## src/rtl/dsp_pkg.sv

```systemverilog
// Shared DSP definitions for the I/Q accumulator path: FSM encoding, fs/4 LO
// phase meaning, sample conversion and the accumulator width rule.
package dsp_pkg;

    typedef enum logic [1:0] {
        ST_IDLE    = 2'd0,
        ST_DISCARD = 2'd1,
        ST_ACCUM   = 2'd2,
        ST_DONE    = 2'd3
    } state_t;

    // fs/4 LO: cos = 1,0,-1,0 and sin = 0,1,0,-1, so each phase touches one accumulator
    localparam logic [1:0] LO_I_POS = 2'd0;
    localparam logic [1:0] LO_Q_NEG = 2'd1;
    localparam logic [1:0] LO_I_NEG = 2'd2;
    localparam logic [1:0] LO_Q_POS = 2'd3;

    // Offset-binary to two's complement: raw holds a zero-extended w-bit sample.
    function automatic logic signed [31:0] ob_to_signed(input logic [31:0] raw, input int w);
        return $signed(raw) - (32'sd1 <<< (w - 1));
    endfunction

    function automatic bit acc_width_ok(input int acc_w, input int sig_w, input int max_avg);
        return acc_w >= sig_w + max_avg + 1;
    endfunction

endpackage

```

## src/rtl/iq_mix_acc.sv

```systemverilog
// One channel: offset-binary conversion, fs/4 LO phase mux and I/Q accumulators.
// nxt_* exposes the post-update sums so the top can capture the final sample's contribution.
module iq_mix_acc #(
    parameter int sig_width = 12,
    parameter int acc_width = 32
) (
    input  logic                        clk,
    input  logic                        rst,
    input  logic                        clr,
    input  logic                        en,
    input  logic [1:0]                  phase,
    input  logic [sig_width-1:0]        sample,
    output logic signed [acc_width-1:0] acc_i,
    output logic signed [acc_width-1:0] acc_q,
    output logic signed [acc_width-1:0] nxt_i,
    output logic signed [acc_width-1:0] nxt_q
);
    import dsp_pkg::*;

    logic signed [31:0]          x32;
    logic signed [acc_width-1:0] x;

    assign x32 = ob_to_signed(32'(sample), sig_width);
    assign x   = acc_width'(x32);

    always_comb begin
        nxt_i = acc_i;
        nxt_q = acc_q;
        case (phase)
            LO_I_POS: nxt_i = acc_i + x;
            LO_Q_NEG: nxt_q = acc_q - x;
            LO_I_NEG: nxt_i = acc_i - x;
            LO_Q_POS: nxt_q = acc_q + x;
            default:  ;
        endcase
    end

    always_ff @(posedge clk) begin
        if (rst || clr) begin
            acc_i <= '0;
            acc_q <= '0;
        end else if (en) begin
            acc_i <= nxt_i;
            acc_q <= nxt_q;
        end
    end

endmodule

```

## src/rtl/iq_accum.sv

```systemverilog
// fs/4 I/Q demodulator and averager for the filtered A/B pair; delivers four
// signed sums per measurement to the sweep controller over a valid/ack handshake.
module iq_accum #(
    parameter int sig_width    = 12,
    parameter int acc_width    = 32,
    parameter int max_avg_log2 = 16,
    parameter int discard_w    = 8
) (
    input  logic                        clk,
    input  logic                        rst,
    input  logic                        start,
    input  logic                        abort,
    input  logic [4:0]                  avg_log2,
    input  logic [discard_w-1:0]        discard_n,
    input  logic                        filt_done,
    input  logic [sig_width-1:0]        filt_a,
    input  logic [sig_width-1:0]        filt_b,
    output logic                        busy,
    output logic                        res_valid,
    input  logic                        res_ack,
    output logic signed [acc_width-1:0] i_a,
    output logic signed [acc_width-1:0] q_a,
    output logic signed [acc_width-1:0] i_b,
    output logic signed [acc_width-1:0] q_b
);
    import dsp_pkg::*;

    localparam int CNT_W = max_avg_log2 + 1;

    if (!acc_width_ok(acc_width, sig_width, max_avg_log2)) begin : g_width_chk
        $error("iq_accum: acc_width too narrow for sig_width + max_avg_log2");
    end

    state_t                      state_q, state_d;
    logic                        go, acc_en, last;
    logic [4:0]                  avg_len_d, avg_len_q;
    logic [discard_w-1:0]        disc_cnt;
    logic [CNT_W-1:0]            smp_cnt, last_idx;
    logic [1:0]                  phase_q;
    logic signed [acc_width-1:0] acc_ia, acc_qa, acc_ib, acc_qb;
    logic signed [acc_width-1:0] nxt_ia, nxt_qa, nxt_ib, nxt_qb;

    // Clamp so the average always spans whole LO periods and never exceeds the width rule
    always_comb begin
        if (avg_log2 < 5'd2)
            avg_len_d = 5'd2;
        else if (avg_log2 > 5'(max_avg_log2))
            avg_len_d = 5'(max_avg_log2);
        else
            avg_len_d = avg_log2;
    end

    assign last_idx = (CNT_W'(1) << avg_len_q) - CNT_W'(1);

    always_comb begin
        state_d = state_q;
        go      = 1'b0;
        acc_en  = 1'b0;
        last    = 1'b0;
        if (abort) begin
            state_d = ST_IDLE;
        end else begin
            case (state_q)
                ST_IDLE: if (start) begin
                    go      = 1'b1;
                    state_d = (discard_n == '0) ? ST_ACCUM : ST_DISCARD;
                end
                ST_DISCARD: if (filt_done && disc_cnt == discard_w'(1)) state_d = ST_ACCUM;
                ST_ACCUM: if (filt_done) begin
                    acc_en = 1'b1;
                    if (smp_cnt == last_idx) begin
                        last    = 1'b1;
                        state_d = ST_DONE;
                    end
                end
                ST_DONE: begin
                    if (start) begin
                        go      = 1'b1;
                        state_d = (discard_n == '0) ? ST_ACCUM : ST_DISCARD;
                    end else if (res_ack) begin
                        state_d = ST_IDLE;
                    end
                end
                default: state_d = ST_IDLE;
            endcase
        end
    end

    always_ff @(posedge clk) begin
        if (rst) begin
            state_q   <= ST_IDLE;
            avg_len_q <= '0;
            disc_cnt  <= '0;
            smp_cnt   <= '0;
            phase_q   <= '0;
        end else begin
            state_q <= state_d;
            if (go) begin
                avg_len_q <= avg_len_d;
                disc_cnt  <= discard_n;
                smp_cnt   <= '0;
                phase_q   <= '0;
            end else begin
                if (state_q == ST_DISCARD && filt_done) disc_cnt <= disc_cnt - discard_w'(1);
                if (acc_en) begin
                    smp_cnt <= smp_cnt + CNT_W'(1);
                    phase_q <= phase_q + 2'd1;
                end
            end
        end
    end

    iq_mix_acc #(.sig_width(sig_width), .acc_width(acc_width)) u_mix_a (
        .clk(clk), .rst(rst), .clr(go), .en(acc_en), .phase(phase_q), .sample(filt_a),
        .acc_i(acc_ia), .acc_q(acc_qa), .nxt_i(nxt_ia), .nxt_q(nxt_qa)
    );

    iq_mix_acc #(.sig_width(sig_width), .acc_width(acc_width)) u_mix_b (
        .clk(clk), .rst(rst), .clr(go), .en(acc_en), .phase(phase_q), .sample(filt_b),
        .acc_i(acc_ib), .acc_q(acc_qb), .nxt_i(nxt_ib), .nxt_q(nxt_qb)
    );

    // Results capture the final sample's contribution on the same edge DONE is entered
    always_ff @(posedge clk) begin
        if (rst) begin
            i_a <= '0;
            q_a <= '0;
            i_b <= '0;
            q_b <= '0;
        end else if (last) begin
            i_a <= nxt_ia;
            q_a <= nxt_qa;
            i_b <= nxt_ib;
            q_b <= nxt_qb;
        end
    end

    assign busy      = (state_q == ST_DISCARD) || (state_q == ST_ACCUM);
    assign res_valid = (state_q == ST_DONE);

endmodule

```

## config.mk

```make
export PLATFORM = sky130hd
export DESIGN_NAME = iq_accum
export DESIGN_NICKNAME = d
export VERILOG_FILES = /design/src/rtl/dsp_pkg.sv /design/src/rtl/iq_mix_acc.sv /design/src/rtl/iq_accum.sv
export SDC_FILE = /design/constraint.sdc
export NUM_CORES = 1
export LEC_CHECK = 0
export ABC_AREA = 1
export CORE_MARGIN = 2
export CORE_UTILIZATION = 45
export CTS_BUF_LIST = sky130_fd_sc_hd__clkbuf_2
export CTS_CLUSTER_SIZE = 30
export DETAILED_ROUTE_END_ITERATION = 8
export MAX_ROUTING_LAYER = met4
export PLACE_DENSITY_LB_ADDON = 0.12
export SLEW_MARGIN = 20
export SYNTH_ARGS = -nofsm -noshare
export SYNTH_HDL_FRONTEND = slang
export SYNTH_SLANG_ARGS = --single-unit
```

## constraint.sdc

```tcl
create_clock -name clk -period 5.35 [get_ports clk]
set_input_delay 0.535 -clock clk [delete_from_list [all_inputs] [get_ports clk]]
set_output_delay 0.535 -clock clk [all_outputs]
set_load 0.005 [all_outputs]
```

Figure 1. M1 wires (run 1).
Cells faint in the background.
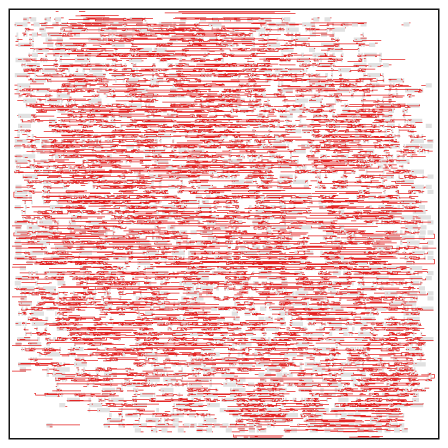
longest straight run: 72.2 µm
main direction: horizontal
wire length on this layer: 35.5 mm

Figure 2. Met2 routing (run 1).
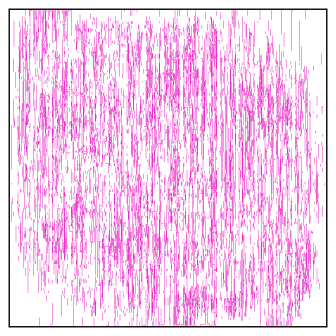
longest straight run: 97.9 µm
main direction: vertical

==> highlights.md, run 1 <==
### Status
- **result of the run** complete, no violations

### Layout
- **area taken by multi-input logic gates** 14300 µm²
- **number of nets in the layout** 4177
- **most frequent cells in the layout** sky130_fd_sc_hd__nand2_1 (904), sky130_fd_sc_hd__nor2_1 (580), sky130_fd_sc_hd__inv_1 (568), sky130_fd_sc_hd__o21ai_0 (369), sky130_fd_sc_hd__dfxtp_1 (290)
- **layout cells sized above 1** 0.0527

### STA
- **Worst Tran Pin Value** 1.03 ns
- **achievable clock frequency** 230 MHz
- **Max-slew headroom** 0.315
- **Final min period** 4.34 ns
- **unrepaired setup endpoints after global routing** false

### Clocking
- **number of buffers between clock root and the deepest sink** 3
- **total setup buffers inserted after CTS** 0
- **clock slew at the register clock pins of the worst setup and hold paths** 0.12 ns
- **TritonCTS clock tree** yes
- **number of sinks driven by the clock tree** 290

### Setup path
- **cell count of the worst reg-to-reg path** 8
- **highest fanout seen on the critical path** 45
- **crit-path max cell delay** 0.77 ns
- **CP Data Arrival Time** 5.33 ns
- **class of the most critical setup path** flop to flop
- **data required time at the worst endpoint** 6.34 ns
- **Worst path slowest cell** sky130_fd_sc_hd__nor3_1

### Placed design
- **sum of net half-perimeters after detailed placement** 57.6 mm

### Floorplanning
- **core area** 50200 µm²
- **chip height** 229 µm
- **DIE AREA** 52600 µm²
- **starting utilization of the core area** 0.456

### Global routing
- **met2 usage** 0.456
- **Global Route met3 Usage** 0.0396
- **most used routing layer in global routing** met2
- **Total Routing Usage GR** 0.291
- **first-pass GRT wire length** 120 mm
- **maximum number of pins on one net before global-route repair** 94
- **number of antenna violations at the first check in global routing** 6
- **met1 demand-to-capacity share in global routing** 0.384

### Routing
- **DR iter-0 viols** 1777
- **average routed wire per standard cell** 16.0 µm
- **DR DRC count** 0
- **via total after detailed routing** 24200

### Logic synthesis
- **share of flip-flops with an asynchronous set or reset after synthesis** 0
- **most frequent cells after synthesis** sky130_fd_sc_hd__nand2_1 (905), sky130_fd_sc_hd__nor2_1 (583), sky130_fd_sc_hd__inv_1 (570)
- **cell area after synthesis** 22900 µm²
- **Most common reg cell** sky130_fd_sc_hd__dfxtp_1
- **number of nets at floorplan** 4014
- **Syn. warnings** 0
- **Synth area leader** sky130_fd_sc_hd__dfxtp_1

### Worst hold path
- **worst hold path cell count** 3

### Job
- **max-capacitance violation count** 0

### Power and ir drop
- **IR drop worst, VDD** 0.156 mV
- **leakage power figure** 0.0132 µW

Figure 3. M3 wires (run 1).
Cells faint in the background.
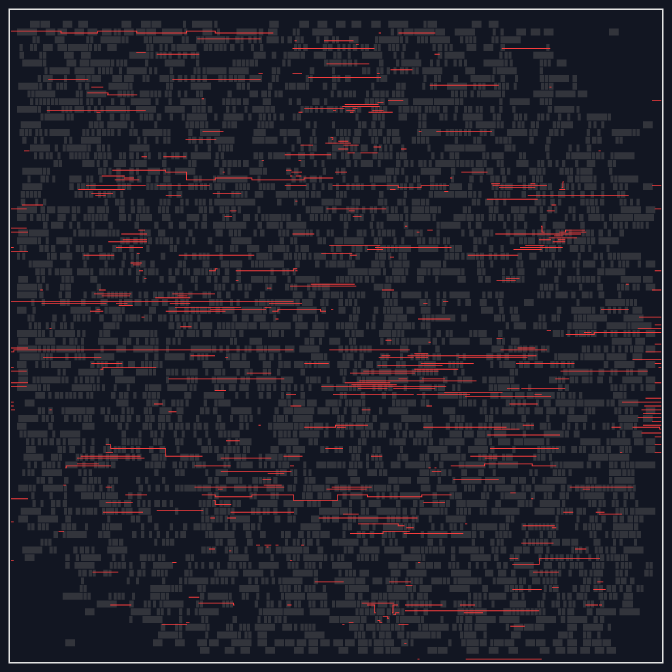
share of all routed wire: 5.0%
wire length on this layer: 3760 µm

==> run 1: cell type report <==
type                            instances  share of cell area
Antenna cell                            8            0.000769
Timing Repair Buffer                  221              0.0819
Inverter                              579              0.0837
Tap cell                              672              0.0323
Sequential cell                       290               0.223
Multi-Input combinational cell       2807               0.550
Clock buffer                          122              0.0235
Clock inverter                         22             0.00447
==> run 1: kinds of logic (layout without fill, tap and decap cells) <==
group,count (synthesis),in the layout,synth area share
buffers and inverters,721,944,0.122
AND/OR/NAND/NOR,1841,1841,0.332
multiplexers,16,16,0.00700
AND-OR/OR-AND,715,715,0.169
adder cells (fa/ha/maj),153,153,0.0850
flip-flops,290,290,0.254
other,0,8,0
XOR/XNOR,82,82,0.0314
==> run 1: metal layers <==
metal	up-vias	routed length, µm
met3	148	3760
li1	12600	-
met4	0	2480
met1	10800	35500
met2	638	33900
met5	-	0
==> run 1: power by group <==
part	internal [µW]	leakage, µW	switching, µW
Clock	653	0.000567	1030
Combinational	318	0.0103	657
Sequential	2180	0.00234	22.4
==> run 1: registers in the layout (all words and copies together) (netlist names) <==
signal         count
avg_len_q          5
smp_cnt           17
i_b               32
u_mix_a.acc_q     32
phase_q            2
state_q            2
u_mix_a.acc_i     32
q_b               32
i_a               32
u_mix_b.acc_q     32
q_a               32
disc_cnt           8
u_mix_b.acc_i     32
==> run 1: critical path: cells and delay by family, from the launching register on <==
kind                       cells  cell delay (ns)
adders and majority gates      1             0.32
DFF                            1             0.41
buffers and inverters          4             1.97
AOI/OAI and AO/OA              1             0.19
and+or+nand+nor                2             1.29
==> run 1: path summary, 6_finish.rpt <==
check / from / slack [ns] / end
setup / recovery: state_q[0]$_SDFFE_PP0P_ / 1.01 / avg_len_q[0]$_SDFFE_PP0P_
setup reg to reg: state_q[0]$_SDFFE_PP0P_ / 1.01 / avg_len_q[0]$_SDFFE_PP0P_
hold reg to reg: smp_cnt[2]$_SDFFE_PP0P_ / 0.51 / smp_cnt[2]$_SDFFE_PP0P_
hold / removal: avg_log2[2] / 0.11 / avg_len_q[2]$_SDFFE_PP0P_
==> run 1: per-stage QoR <==
step                setup slack (ns)  std cells   util  hold WS (ns)  total power, µW
finish                          1.01       4721  0.519         0.112             4860
global route                   0.589       4721  0.519        0.0649             5150
CTS                             1.14       4713  0.518        0.0161             4910
detailed placement             0.202       4561  0.502         0.497             3210
global placement               0.250       4561  0.502         0.498             3210
floorplan                       1.37       3818      -         0.459             2910
==> run 1: timing repair <==
| action | 4_1_cts | 5_1_grt |
|---|---|---|
| hold buffers | 8 | 0 |
| setup endpoints to repair | 0 | 0 |
| hold endpoints to repair | 47 | 0 |
==> inputs of run 2 (changes only) <==
==> constraint.sdc (replaced) <==
create_clock -name clk -period 3.8 [get_ports clk]
set_input_delay 0.38 -clock clk [delete_from_list [all_inputs] [get_ports clk]]
set_output_delay 0.38 -clock clk [all_outputs]
set_load 0.005 [all_outputs]
Figure 4. M3 wires (run 2).
Cells faint in the background.
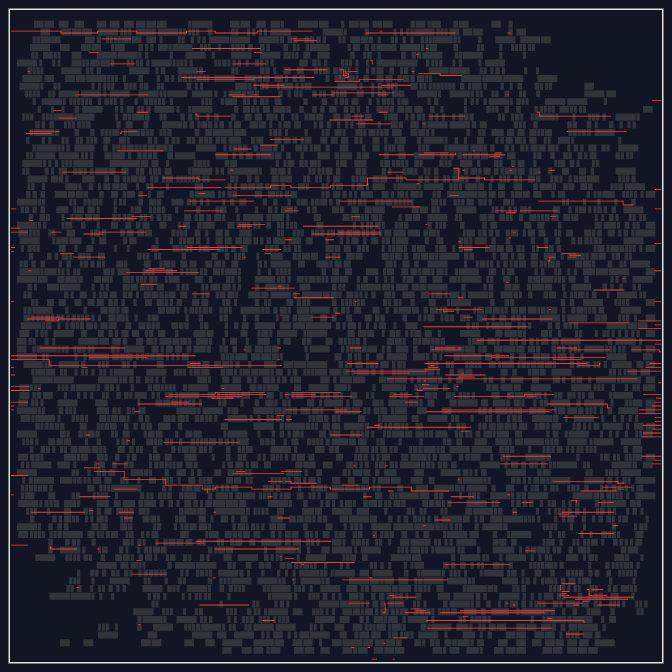
wire length on this layer: 3940 µm
nets with wire on the layer: 240
share of all routed wire: 4.9%
main direction: horizontal

Figure 5. Signal wires on met4 (run 2).
Scale bar: 50 µm. Cells faint in the background.
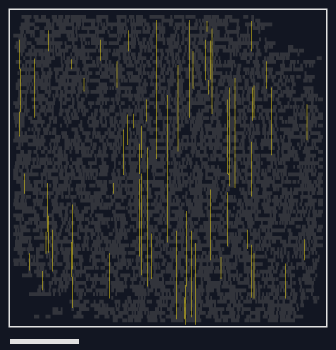
nets with wire on the layer: 42
wire length on this layer: 2290 µm
main direction: vertical

==> run 2 against run 1 <==
Net effect: flip-flop count stayed put; synthesized cell count stayed put; power is 56% higher; clock-buffer cell count is 2 higher; worst setup slack worse by 0.74 ns; global-route usage is 1.8 points higher; sequential share of layout area is 3.0 points lower; hold slack worse by 0.024 ns; via count is 7.7% higher; combinational power is 79% higher; sequential power is 41% higher; critical path type is now primary input to flop; critical endpoint is now u_mix_a.acc_i[18]$_SDFFE_PP0P_.
==> highlights.md, run 2 <==
### Floorplanning
- **starting utilization of the core area** 0.456, unchanged
- **chip height** 229 µm, unchanged

### Power and ir drop
- **IR drop worst, VDD** 0.186 mV, +19%
- **overall power of the completed layout** 7570 µW, +56%

### Routing
- **via total after detailed routing** 26100, +7.7%
- **DR iter-0 viols** 1822, +2.5%
- **DR DRC count** 0, unchanged
- **average routed wire per standard cell** 15.4 µm, -4.1%

### Job
- **max-capacitance violation count** 0, unchanged

### Setup path
- **kind of cell with the highest combined delay on the critical path** simple AND/OR/NAND/NOR gates
- **Reg-to-Reg Start** phase_q[0]$_SDFFE_PP0P_
- **CP Data Arrival Time** 4.46 ns, -0.87 ns
- **Register-to-Register Setup Slack** 0.29 ns, -0.72 ns
- **highest fanout seen on the critical path** 4, -91%
- **class of the most critical setup path** primary input to flop
- **CP bufs+invs** 6, +2

### Worst hold path
- **worst hold path cell count** 5, +2
- **Min-Delay Endpoint** u_mix_b.acc_q[0]$_SDFFE_PP0P_
- **worst min-delay path startpoint** filt_b[0]

### Logic synthesis
- **Synth area leader** sky130_fd_sc_hd__dfxtp_1
- **Syn. warnings** 0, unchanged
- **number of nets at floorplan** 4014, unchanged
- **most frequent cells after synthesis** sky130_fd_sc_hd__nand2_1 (905), sky130_fd_sc_hd__nor2_1 (583), sky130_fd_sc_hd__inv_1 (570)
- **cell area after synthesis** 22900 µm², unchanged

### Global routing
- **number of antenna violations at the first check in global routing** 4, -2
- **Total Routing Usage GR** 0.310, +0.0183
- **maximum number of pins on one net before global-route repair** 145, +54%

### Clocking
- **number of buffers between clock root and the deepest sink** 3, unchanged
- **clock slew at the register clock pins of the worst setup and hold paths** 0.10 ns, -0.02 ns

### Placed design
- **sum of net half-perimeters after detailed placement** 60.2 mm, +4.6%

### Layout
- **most frequent cells in the layout** sky130_fd_sc_hd__nand2_1 (904), sky130_fd_sc_hd__nor2_1 (575), sky130_fd_sc_hd__inv_1 (569), sky130_fd_sc_hd__buf_4 (493), sky130_fd_sc_hd__o21ai_0 (346)
- **number of nets in the layout** 4651, +11%

### STA
- **unrepaired setup endpoints after global routing** true
- **achievable clock frequency** 283 MHz

### Status
- **result of the run** complete, no violations

Figure 6. M1 wires (run 2).
Cells faint in the background.
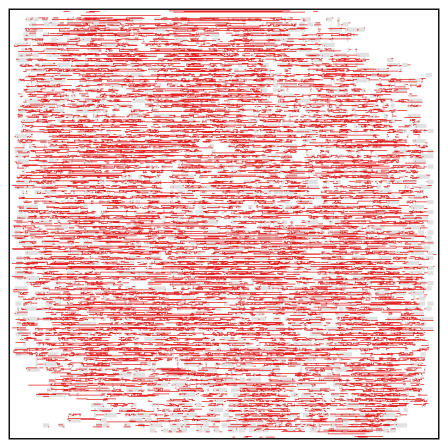
main direction: horizontal
wire length on this layer: 37.4 mm
longest straight run: 70.4 µm
share of all routed wire: 47%

run 2: kinds of logic (layout without fill, tap and decap cells):
logic type,Yosys count,in the layout,synth area share
simple gates,1841,1841,0.332
other cells,0,5,0
flops,290,290,0.254
xor+xnor,82,82,0.0314
compound gates,715,715,0.169
mux,16,16,0.00700
fa+ha+maj,153,153,0.0850
buf+inv,721,1421,0.122
run 2: area by class of cell:
cell class / instances / area [µm²] / share of cell area
Clock buffer: 124 / 621 / 0.0207
Timing Repair Buffer: 694 / 5830 / 0.194
Inverter: 579 / 2180 / 0.0726
Antenna cell: 5 / 12.5 / 0.000417
Multi-Input combinational cell: 2807 / 14500 / 0.483
Sequential cell: 290 / 5810 / 0.194
Tap cell: 672 / 841 / 0.0280
Clock inverter: 24 / 233 / 0.00776
run 2: worst max-delay path by stage:
stage                    from                        endpoint  slack, ns  cells after the start
detailed placement  filt_a[1]  u_mix_a.acc_i[23]$_SDFFE_PP0P_      -0.97                     30
CTS                 filt_a[1]  u_mix_a.acc_i[23]$_SDFFE_PP0P_       0.19                     30
global route        filt_a[1]  u_mix_a.acc_q[21]$_SDFFE_PP0P_      -0.01                     24
global placement    filt_a[1]  u_mix_a.acc_i[23]$_SDFFE_PP0P_      -0.95                     30
floorplan           filt_a[1]  u_mix_a.acc_i[23]$_SDFFE_PP0P_       0.05                     28
finish              filt_a[2]  u_mix_a.acc_i[18]$_SDFFE_PP0P_       0.27                     27
run 2: repair_timing:
item                                   in CTS  in global routing
setup endpoints to repair                   0                141
buffers inserted                            0                  1
endpoints found under the hold margin      56                  0
hold buffers                               17                  0
gates resized                               0                 58
run 2: layer usage:
metal | track usage | routed length [µm] | vias up
met5 | - | 0 | -
met1 | 0.400 | 37400 | 11800
li1 | - | - | 13600
met2 | 0.500 | 36300 | 614
met4 | 0.0982 | 2290 | 0
met3 | 0.0423 | 3940 | 145
run 2: power breakdown:
part           leakage, µW  internal (µW)  switching, µW  total [µW]
clock network     0.000632           1210           1500        2710
logic               0.0127            734           1020        1750
registers          0.00234           3070           31.3        3100
run 2: stage by stage:
step                      hold WS, ns  area, µm²  setup WS [ns]
after detailed placement        0.498      28800         -0.970
after CTS                     0.00586      29800          0.186
final                          0.0884      30000          0.272
after global placement          0.493      28800         -0.948
after global routing           0.0758      30000        -0.0138
after floorplan                 0.459      22900         0.0550
run 2: worst min-delay path: cells and delay by family:
family,cells,cell delay [ns]
adders and majority gates,1,0.13
muxes,1,0.12
buffers and inverters,2,0.38
AOI/OAI and AO/OA,1,0.14
Power and IR drop assume default switching activity.
